Run 1, sequential cells grouped by signal name:
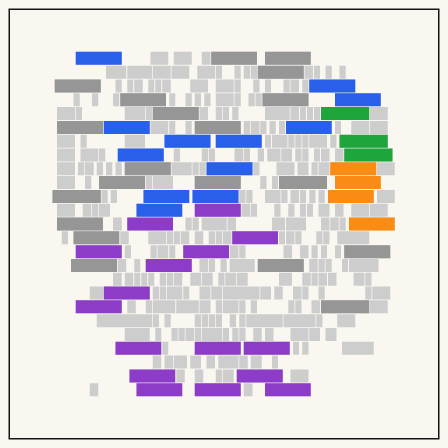
Run 1, routed metal, one color a layer:
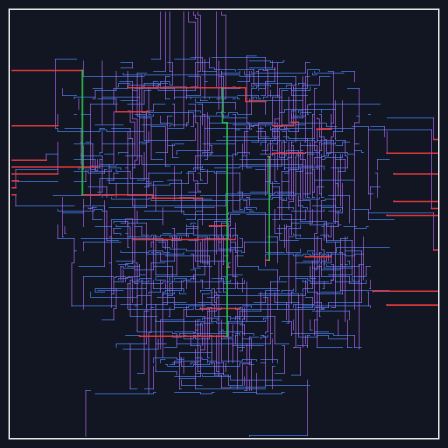
Run 1, pin placement:
Pins as bars across the die edge, other pins in gray.
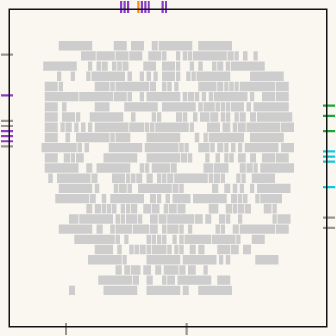
$ cat config.mk
export PLATFORM = sky130hd
export DESIGN_NAME = display_scan_ctrl
export DESIGN_NICKNAME = d
export VERILOG_FILES = /design/src/rtl/display_scan_ctrl_pkg.sv /design/src/rtl/display_scan_ctrl_scan_prescaler.sv /design/src/rtl/display_scan_ctrl.sv
export SDC_FILE = /design/constraint.sdc
export NUM_CORES = 1
export LEC_CHECK = 0
export ABC_AREA = 1
export CORE_MARGIN = 8
export CORE_UTILIZATION = 57
export DETAILED_ROUTE_END_ITERATION = 8
export PLACE_DENSITY = 0.83
export SYNTH_ARGS = -nofsm -noshare
export SYNTH_HDL_FRONTEND = slang
export SYNTH_SLANG_ARGS = --single-unit
$ cat constraint.sdc
create_clock -name clk -period 5 [get_ports clk]
set_input_delay 1.25 -clock clk [delete_from_list [all_inputs] [get_ports clk]]
set_output_delay 1.25 -clock clk [all_outputs]
set_load 0.02 [all_outputs]
$ cat src/rtl/display_scan_ctrl_pkg.sv
// Shared types and constants for the three-digit multiplexed display scanner.
// Digit select and anode encodings live here so the scanner and any consumer agree.
package display_scan_ctrl_pkg;

   typedef enum logic [1:0] {
      ST_IDLE  = 2'd0,
      ST_BLANK = 2'd1,
      ST_SHOW  = 2'd2
   } state_e;

   localparam logic [1:0] SEL_HUN  = 2'b00;
   localparam logic [1:0] SEL_TEN  = 2'b01;
   localparam logic [1:0] SEL_ONE  = 2'b10;
   localparam logic [1:0] SEL_NONE = 2'b11;

   localparam logic [2:0] AN_HUN = 3'b011;
   localparam logic [2:0] AN_TEN = 3'b101;
   localparam logic [2:0] AN_ONE = 3'b110;
   localparam logic [2:0] AN_OFF = 3'b111;

   function automatic logic [1:0] next_sel(input logic [1:0] sel);
      case (sel)
         SEL_HUN: next_sel = SEL_TEN;
         SEL_TEN: next_sel = SEL_ONE;
         default: next_sel = SEL_HUN;
      endcase
   endfunction

   function automatic logic [2:0] sel_anode(input logic [1:0] sel);
      case (sel)
         SEL_HUN: sel_anode = AN_HUN;
         SEL_TEN: sel_anode = AN_TEN;
         SEL_ONE: sel_anode = AN_ONE;
         default: sel_anode = AN_OFF;
      endcase
   endfunction

   function automatic logic [3:0] pick_nib(input logic [11:0] v, input logic [1:0] sel);
      case (sel)
         SEL_HUN: pick_nib = v[11:8];
         SEL_TEN: pick_nib = v[7:4];
         SEL_ONE: pick_nib = v[3:0];
         default: pick_nib = 4'h0;
      endcase
   endfunction

   // Non-decimal nibbles are shown as F so a corrupt value is visibly wrong.
   function automatic logic [3:0] nib_out(input logic [3:0] n);
      nib_out = (n > 4'd9) ? 4'hF : n;
   endfunction

   function automatic logic bcd_bad(input logic [11:0] v);
      bcd_bad = (v[11:8] > 4'd9) || (v[7:4] > 4'd9) || (v[3:0] > 4'd9);
   endfunction

endpackage

$ cat src/rtl/display_scan_ctrl_scan_prescaler.sv
// Slot timer: counts 0..PRESCALE-1 while the scanner runs, cleared otherwise.
// pre_end_o marks the cycle before slot end so the top can register frame_tick.
module scan_prescaler #(
   parameter int PRESCALE = 50000,
   parameter int BLANK    = 500
) (
   input  logic clk,
   input  logic rst_n,
   input  logic run_i,
   output logic blank_end_o,
   output logic pre_end_o,
   output logic slot_end_o
);

   localparam int CW = $clog2(PRESCALE);

   logic [CW-1:0] cnt_q, cnt_d;

   assign blank_end_o = (cnt_q == CW'(BLANK - 1));
   assign pre_end_o   = (cnt_q == CW'(PRESCALE - 2));
   assign slot_end_o  = (cnt_q == CW'(PRESCALE - 1));

   always_comb begin
      cnt_d = cnt_q + CW'(1);
      if (!run_i || slot_end_o) cnt_d = '0;
   end

   always_ff @(posedge clk or negedge rst_n) begin
      if (!rst_n) cnt_q <= '0;
      else        cnt_q <= cnt_d;
   end

endmodule

$ cat src/rtl/display_scan_ctrl.sv
// Three-digit BCD display scanner with blanking, leading-zero suppression and a
// single-entry pending buffer that is swapped into the display only at frame end.
module display_scan_ctrl
   import display_scan_ctrl_pkg::*;
#(
   parameter int PRESCALE = 50000,
   parameter int BLANK    = 500,
   parameter int LZ_EN    = 1
) (
   input  logic        clk,
   input  logic        rst_n,
   input  logic        en,
   input  logic [11:0] bcd_in,
   input  logic        in_valid,
   output logic        in_ready,
   output logic [1:0]  selec,
   output logic [2:0]  an,
   output logic [3:0]  digit,
   output logic        frame_tick,
   output logic        bcd_err
);

   state_e      state_q, state_d;
   logic [1:0]  sel_q, sel_d;
   logic [2:0]  an_q, an_d;
   logic [3:0]  digit_q, digit_d;
   logic        ft_q, ft_d, err_q, err_d, rdy_q, rdy_d;
   logic [11:0] pend_q, pend_d, disp_q, disp_d;
   logic        pend_full_q, pend_full_d;
   logic        blank_end, pre_end, slot_end, accept, supp;

   scan_prescaler #(.PRESCALE(PRESCALE), .BLANK(BLANK)) u_presc (
      .clk        (clk),
      .rst_n      (rst_n),
      .run_i      (en && (state_q != ST_IDLE)),
      .blank_end_o(blank_end),
      .pre_end_o  (pre_end),
      .slot_end_o (slot_end)
   );

   always_comb begin
      state_d = state_q;
      sel_d   = sel_q;
      unique case (state_q)
         ST_IDLE:  begin
            state_d = ST_BLANK;
            sel_d   = SEL_HUN;
         end
         ST_BLANK: if (blank_end) state_d = ST_SHOW;
         ST_SHOW:  if (slot_end) begin
            state_d = ST_BLANK;
            sel_d   = next_sel(sel_q);
         end
         default:  state_d = ST_IDLE;
      endcase
      if (!en) begin
         state_d = ST_IDLE;
         sel_d   = SEL_NONE;
      end
   end

   // Pending swaps into the display only in the frame_tick cycle.
   always_comb begin
      accept      = in_valid && rdy_q;
      pend_d      = pend_q;
      pend_full_d = pend_full_q;
      disp_d      = disp_q;
      if (ft_q && pend_full_q) begin
         disp_d      = pend_q;
         pend_full_d = 1'b0;
      end
      if (accept) begin
         pend_d      = bcd_in;
         pend_full_d = 1'b1;
      end
      rdy_d = !pend_full_d;
      err_d = accept && bcd_bad(bcd_in);
   end

   // Outputs are derived from next-state values so an, selec and digit move together.
   always_comb begin
      supp = (LZ_EN != 0) &&
             (((sel_d == SEL_HUN) && (disp_d[11:8] == 4'h0)) ||
              ((sel_d == SEL_TEN) && (disp_d[11:4] == 8'h00)));
      an_d    = ((state_d == ST_SHOW) && !supp) ? sel_anode(sel_d) : AN_OFF;
      digit_d = (state_d == ST_IDLE) ? 4'h0 : nib_out(pick_nib(disp_d, sel_d));
      ft_d    = en && (state_q == ST_SHOW) && (sel_q == SEL_ONE) && pre_end;
   end

   always_ff @(posedge clk or negedge rst_n) begin
      if (!rst_n) begin
         state_q     <= ST_IDLE;
         sel_q       <= SEL_NONE;
         an_q        <= AN_OFF;
         digit_q     <= 4'h0;
         ft_q        <= 1'b0;
         err_q       <= 1'b0;
         rdy_q       <= 1'b1;
         pend_q      <= 12'h000;
         pend_full_q <= 1'b0;
         disp_q      <= 12'h000;
      end else begin
         state_q     <= state_d;
         sel_q       <= sel_d;
         an_q        <= an_d;
         digit_q     <= digit_d;
         ft_q        <= ft_d;
         err_q       <= err_d;
         rdy_q       <= rdy_d;
         pend_q      <= pend_d;
         pend_full_q <= pend_full_d;
         disp_q      <= disp_d;
      end
   end

   assign selec      = sel_q;
   assign an         = an_q;
   assign digit      = digit_q;
   assign frame_tick = ft_q;
   assign bcd_err    = err_q;
   assign in_ready   = rdy_q;

endmodule

==> qor.tcl, run 1 <==
set qor(run_status) {completed}
set qor(postCtsHoldBufs) 0
set qor(floorplan.initialDensity_pct) 57.9
set qor(synthXorXnorAreaFrac_pct) 0
set qor(largest_register_ffs) 16
set qor(setup_repair_after_global_routing_missed_its_margin) {false}
set qor(synth.cells.most_frequent) {78 x nand2_1, 49 x dfrtp_1, 40 x inv_1}
set qor(part_of_the_power_in_combinational_logic_pct) 9.9
set qor(total_power_mw) 0.889
set qor(sh_comb_area_pct) 35.2
set qor(nets) 354
set qor(timing.max_slew.rel_slack_pct) 62.7
set qor(worstSkewPairLatency_ns) 0.32
set qor(dr_wl_met3_um) 249
set qor(clock-root-buffer) {clkbuf_8}
set qor(yosys_warnings) 0
set qor(drive_above_1_share_pct) 15.4
set qor(warnings) 27
set qor(grt_pass1_vias) 2107
set qor(insertedDiodeCount) 0
set qor(grt_remaining_overflow) 0
set qor(area.share.sequential_pct) 44.7
set qor(flops) 55
set qor(p_clk_share_pct) 33.6
set qor(and_or_or_and_share_of_the_synthesized_area_pct) 9.73
set qor(max_incr_delay_on_cp_ns) 0.62
set qor(ff_type) {dfrtp_1}
set qor(syn_area_per_cell_um2) 8.73
set qor(yosys.area_share.simple_pct) 28.2
set qor(critical_path.startpoint_type) {register}
set qor(worstSetupPathType) {reg2out}
set qor(worstPathMaxFanout) 5
set qor(sequential_cell_area_mm2) 0.00138
set qor(numClockSinks) 55
set qor(cpLargestDelayFamily) {buffers and inverters}
set qor(grt_max_degree) 47
## Picture notes: 'sequential cells grouped by signal name'
`an`: shown in green, flops 3. `u_presc.cnt_q`: shown in purple, flops 16. `digit`: shown in orange, flops 4, where right middle. `disp_q`: shown in blue, flops 12.

## Picture notes: 'routed metal, one color a layer'
M3: shown in red, wire length 250 um. M4: shown in green, wire length 94.8 um. M1: shown in blue, wire length 2530 um. M2: shown in purple, wire length 2470 um.

## Picture notes: 'pin placement'
`bcd_err`: shown in orange, pins 1, direction output, edge top. `an`: shown in green, pins 3, direction output, edge right. `digit`: shown in cyan, pins 4, direction output, edge right. `bcd_in`: shown in purple, pins 12, direction input, edge 8 top, 4 left.

[run 1: per-stage QoR]
step / area, um2 / setup slack (ns) / hold slack [ns] / util (%) / instances
2_1_floorplan: 2660 / 2.76 / 0.420 / - / 305
3_3_place_gp: 2990 / 2.06 / 0.436 / 65.0 / 383
3_5_place_dp: 2990 / 1.96 / 0.448 / 65.0 / 383
4_1_cts: 3100 / 2.20 / 0.452 / 67.4 / 391
5_1_grt: 3100 / 2.11 / 0.471 / 67.4 / 391
6_report: 3100 / 2.22 / 0.454 / 67.4 / 391
[run 1: final timing paths]
path,end,slack (ns),cells past startpoint
max,selec[1],2.22,1
min,in_ready,0.45,1
max reg2reg,u_presc.cnt_q[14],3.01,12
min reg2reg,in_ready,0.45,1
max in group asynchronous,selec[0],3.39,2
min in group asynchronous,u_presc.cnt_q[5],0.78,1
## Run 2: what changed since run 1
Settings changed: CORE_UTILIZATION 57 to 56, PLACE_DENSITY 0.83 to 0.82.
Clock period 5 ns to 2.85 ns, I/O delays scaled along.
==> run 2 against run 1 <==
Net effect:
- first-iteration DRC count is 83% higher
- critical path depth stayed put
- routed wire length grew 0.75%
- register-to-register slack got worse by 2.2 ns
- synthesized cell count stayed put
- sequential share of layout area shrank 0.13 points
- die area is 1.4% higher
- final area rose by 0.28%
- combinational power up 77%
- clock skew rose by 0.0063 ns
- critical path type unchanged
- highest routed layer unchanged
==> qor.tcl, run 2 <==
set qor(num-multi-input-gates) 201
set qor(yosys.area.top_type) {dfrtp_1}
set qor(critical_path.slowest_cell) {clkdlybuf4s50_1}
set qor(nets) 355
set qor(fmax_mhz) 449
set qor(area.share.sequential_pct) 44.5
set qor(area_inside_the_core_boundary_mm2) 0.00466
set qor(final_min_period_ns) 2.23
set qor(warnings) 27
set qor(cts.repair_timing.setup_buffer_count) 0
set qor(placedInstanceArea_mm2) 0.00299
set qor(postLayoutCoreUtil_pct) 66.7
set qor(grt_pass1_vias) 2034
set qor(rr_endpoint) {u_presc.cnt_q[14]}
set qor(max_incr_delay_on_cp_ns) 0.62
set qor(clock-root-buffer) {clkbuf_8}
set qor(grt_max_degree) 32
set qor(clkbuf_count) 5
set qor(run_status) {completed}
set qor(cpLargestDelayFamily) {buffers and inverters}
set qor(synth_chip_area_mm2) 0.00266
set qor(asyncSetResetFlopFracSynth_pct) 100
set qor(crit_path_end) {selec[0]}
set qor(synth.cells.most_frequent) {78 x nand2_1, 49 x dfrtp_1, 40 x inv_1}
set qor(yosys.area_share.simple_pct) 28.2
set qor(rr_worst_depth) 12
set qor(timing.critical_path.buf_inv) 1
set qor(setup_repair_after_global_routing_missed_its_margin) {false}
set qor(critical_path.startpoint_type) {register}
set qor(layout.non_clock_inverters) 44
set qor(worstSkewPairLatency_ns) 0.32
set qor(worstSetupPathType) {reg2out}
set qor(yosys_warnings) 0
set qor(grt_remaining_overflow) 0
set qor(numClockSinks) 55
set qor(hold_path.class) {in2async}
set qor(grt_antenna_before_repair) 0
set qor(synthXorXnorAreaFrac_pct) 0
set qor(lay_top_cells) {78 x nand2_1, 49 x dfrtp_1, 40 x inv_1}
set qor(timing.final.ws_setup_ns) 0.622
set qor(taps) 54
set qor(timing.max_slew.rel_slack_pct) 54.5
set qor(postSynthNetCount) 323
set qor(and_or_or_and_share_of_the_synthesized_area_pct) 9.73
set qor(topCombFamilyByArea) {simple AND/OR/NAND/NOR gates}
set qor(cp_num_cells) 1
set qor(timing.reg2reg.setup_slack_ns) 0.86
set qor(worstPathMaxFanout) 5
set qor(synth-seq-area-share_pct) 52.0
set qor(sequential_cell_area_mm2) 0.00138
set qor(synth-seq-cells) 55
set qor(floorplan.initialDensity_pct) 57.1
set qor(insertedDiodeCount) 0
set qor(path_clk_slew_ns) 0.10
set qor(post-route-cell-area_mm2) 0.00311
set qor(p_sw_share_pct) 24.8
set qor(power.clock.total_mw) 0.518
set qor(vias) 2028
set qor(part_of_the_power_in_combinational_logic_pct) 10.0
set qor(period_used_pct) 78.2
set qor(flops) 55
set qor(postCtsHoldBufs) 0
set qor(largest_register_ffs) 16
set qor(p_clk_share_pct) 33.2
set qor(dp_slack_ns) 0.337
set qor(hpwl_after_dpl_mm) 4.00
set qor(syn_area_per_cell_um2) 8.73
set qor(dr_wl_met3_um) 239
set qor(drive_above_1_share_pct) 16.0
set qor(ff_type) {dfrtp_1}
set qor(fin_worst_hold_slack_ns) 0.427
set qor(io_buffer_count) 27
==> run 2: cell types whose count changed in the layout (fill, tap and decap cells not counted), sizes merged <==
cell,delta
inv,-1
buf,+1
clkinv,+2
clkbuf,-1
==> run 2: per-stage QoR <==
stage | total power [mW] | std cells
final | 1.56 | 392
after global routing | 1.63 | 392
after CTS | 1.57 | 392
after detailed placement | 1.06 | 384
after global placement | 1.05 | 384
after floorplan | 0.977 | 305
==> run 2: logic make-up after synthesis <==
logic type	count (synthesis)
flip-flops	55
AND-OR/OR-AND	45
multiplexers	5
buffers and inverters	49
AND/OR/NAND/NOR	149
adder cells (fa/ha/maj)	2
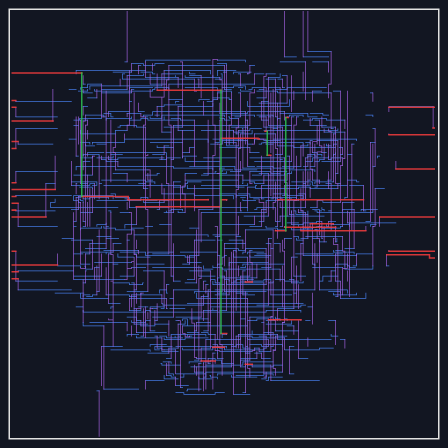
Run 2: routed metal, one color a layer
M1: shown in blue, wire length 2660 um. M3: shown in red, wire length 240 um. M2: shown in purple, wire length 2380 um. M4: shown in green, wire length 100 um.
total wire length: 5.39 mm
wire per inst: 13.7 um

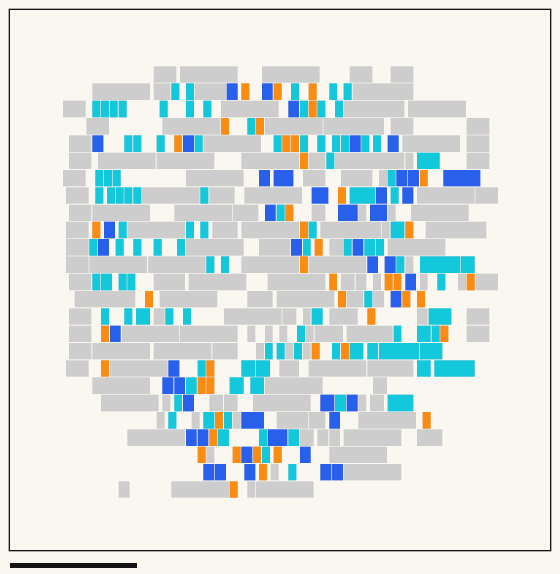
Run 2: selected gate families
The bar under the picture is 20 um long.
inv cells: shown in orange, cells 44, most used inv_1. aoi and oai cells: shown in blue, cells 45, most used o21ai_0. nand cells: shown in cyan, cells 105, most used nand2_1.
most instantiated logic cell after routing: nand2_1
Comb area share: 35.1%

## Run 3: what changed since run 2
Clock period 2.85 ns to 2.3 ns, I/O delays scaled along.
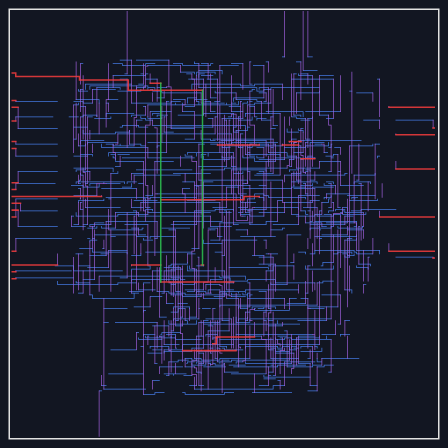
Run 3: routed metal, one color a layer
M4: shown in green, wire length 74.1 um. M1: shown in blue, wire length 2600 um. M2: shown in purple, wire length 2370 um. M3: shown in red, wire length 203 um.

==> run 3 against run 2 <==
Net effect:
- register-to-register slack got worse by 0.51 ns
- critical path depth unchanged
- largest cell class unchanged
- sequential share of layout area about the same
- combinational power rose by 24%
- clock-buffer cell count is 1 higher
- global-route usage is 0.75 points lower
==> qor.tcl, run 3 <==
set qor(run_status) {completed}
set qor(insertedDiodeCount) 0
set qor(worstSetupPathType) {reg2out}
set qor(postSynthNetCount) 323
set qor(cts.repair_timing.setup_buffer_count) 0
set qor(lay_top_cells) {78 x nand2_1, 49 x dfrtp_1, 40 x inv_1}
set qor(rr_worst_depth) 6
set qor(netlist_area_mm2) 0.00266
set qor(timing.critical_path.buf_inv) 1
set qor(warnings) 27
set qor(dr_wl_met3_um) 203
set qor(layout_top_cell_excl_fill_tap) {nand2_1}
set qor(setup_repair_after_global_routing_missed_its_margin) {false}
set qor(grt_antenna_before_repair) 0
set qor(detail_route.wirelength_mm) 5.25
set qor(clock-root-buffer) {clkbuf_8}
set qor(vias) 2070
set qor(postLayoutCoreUtil_pct) 66.7
set qor(postCtsHoldBufs) 0
set qor(grt_pass1_vias) 2055
set qor(synth.cells.most_frequent) {78 x nand2_1, 49 x dfrtp_1, 40 x inv_1}
set qor(power_per_cell_area_mw_per_mm2) 596
set qor(path_clk_slew_ns) 0.10
set qor(timing.final.setup_violations) 0
set qor(synth-seq-cells) 55
set qor(final_min_period_ns) 2.09
set qor(yosys_warnings) 0
set qor(hold_path.class) {in2async}
set qor(number_of_distinct_library_cells_after_synthesis) 36
set qor(sequentialPowerShare_pct) 59.4
set qor(floorplan.initialDensity_pct) 57.1
set qor(p_clk_share_pct) 30.1
set qor(avgRoutedWirePerCell_um) 13.3
set qor(asyncSetResetFlopFracSynth_pct) 100
set qor(placedCellCount) 386
set qor(power.clock.total_mw) 0.558
set qor(dominant_power_group) {sequential cells}
set qor(period_used_pct) 90.9
set qor(max_flop_register) {u_presc.cnt_q}
set qor(post-route-cell-area_mm2) 0.00311
set qor(syn_area_per_cell_um2) 8.73
set qor(area_inside_the_core_boundary_mm2) 0.00466
set qor(nets) 357
set qor(synth_chip_area_mm2) 0.00266
set qor(final_cell_count_no_fill) 394
set qor(yosys.area.top_type) {dfrtp_1}
set qor(synth-seq-area-share_pct) 52.0
set qor(fmax_mhz) 478
set qor(critical_path.startpoint_type) {register}
set qor(grt_most_used_layer) {met2}
set qor(timing.max_slew.rel_slack_pct) 55.2
set qor(timing.reg2reg.setup_slack_ns) 0.35
set qor(routedLengthMet1_mm) 2.60
set qor(ff_type) {dfrtp_1}
set qor(grt_max_degree) 56
set qor(cp_num_cells) 1
set qor(io_buffer_count) 27
set qor(worstPathMaxFanout) 5
set qor(rr_endpoint) {an[1]}
set qor(total_power_mw) 1.85
set qor(critical_path.slowest_cell) {clkdlybuf4s50_1}
set qor(cpLargestDelayFamily) {buffers and inverters}
set qor(drive_above_1_share_pct) 16.5
set qor(p_sw_share_pct) 25.6
set qor(dp_slack_ns) 0.0760
set qor(final_total_negative_setup_slack_ns) 0
set qor(fin_worst_hold_slack_ns) 0.384
set qor(max_incr_delay_on_cp_ns) 0.61
set qor(part_of_the_power_in_combinational_logic_pct) 10.4
set qor(largest_register_ffs) 16
set qor(placedInstanceArea_mm2) 0.00301
set qor(crit_path_end) {selec[1]}
set qor(hpwl_after_dpl_mm) 3.91
set qor(grt_remaining_overflow) 0
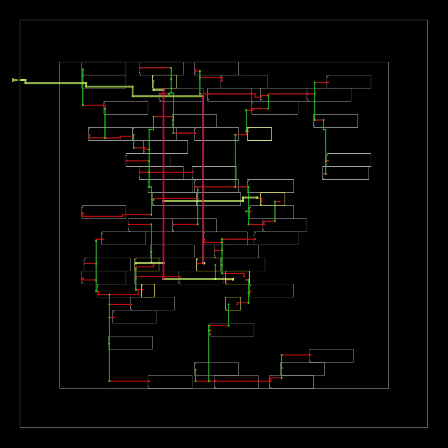
Run 3: clock wiring as the flow saved it
number of clock sinks: 55
clock latency on the worst-skew pair: 0.31 ns
clock buffer count from CTS: 5

==> run 3: kinds of logic after synthesis <==
kind of cell	share of synthesized area [%]
and+or+nand+nor	28.2
DFF	52.0
buffers and inverters	7.05
AOI/OAI and AO/OA	9.73
muxes	2.12
adders and majority gates	0.940
==> run 3: worst reg2reg max path, cell delays in order, from the launching register on <==
cell      delay [ns]
dfrtp_1         0.41
nand2_2         0.23
o21ai_0         0.39
inv_1           0.11
o41ai_1         0.48
a21boi_1        0.19
nand2_1         0.10
==> run 3: final cells by class <==
type                       instances  area [um2]  share of cell area (%)
timing repair buffer              32         303                    9.74
sequential                        55        1380                    44.5
multi-input combinational        201        1090                    35.1
inverter                          44         165                    5.31
tap                               54        67.6                    2.17
clock inverter                     2        16.3                   0.523
clock buffer                       6        82.6                    2.66
Power is estimated from default activity; no workload was simulated.
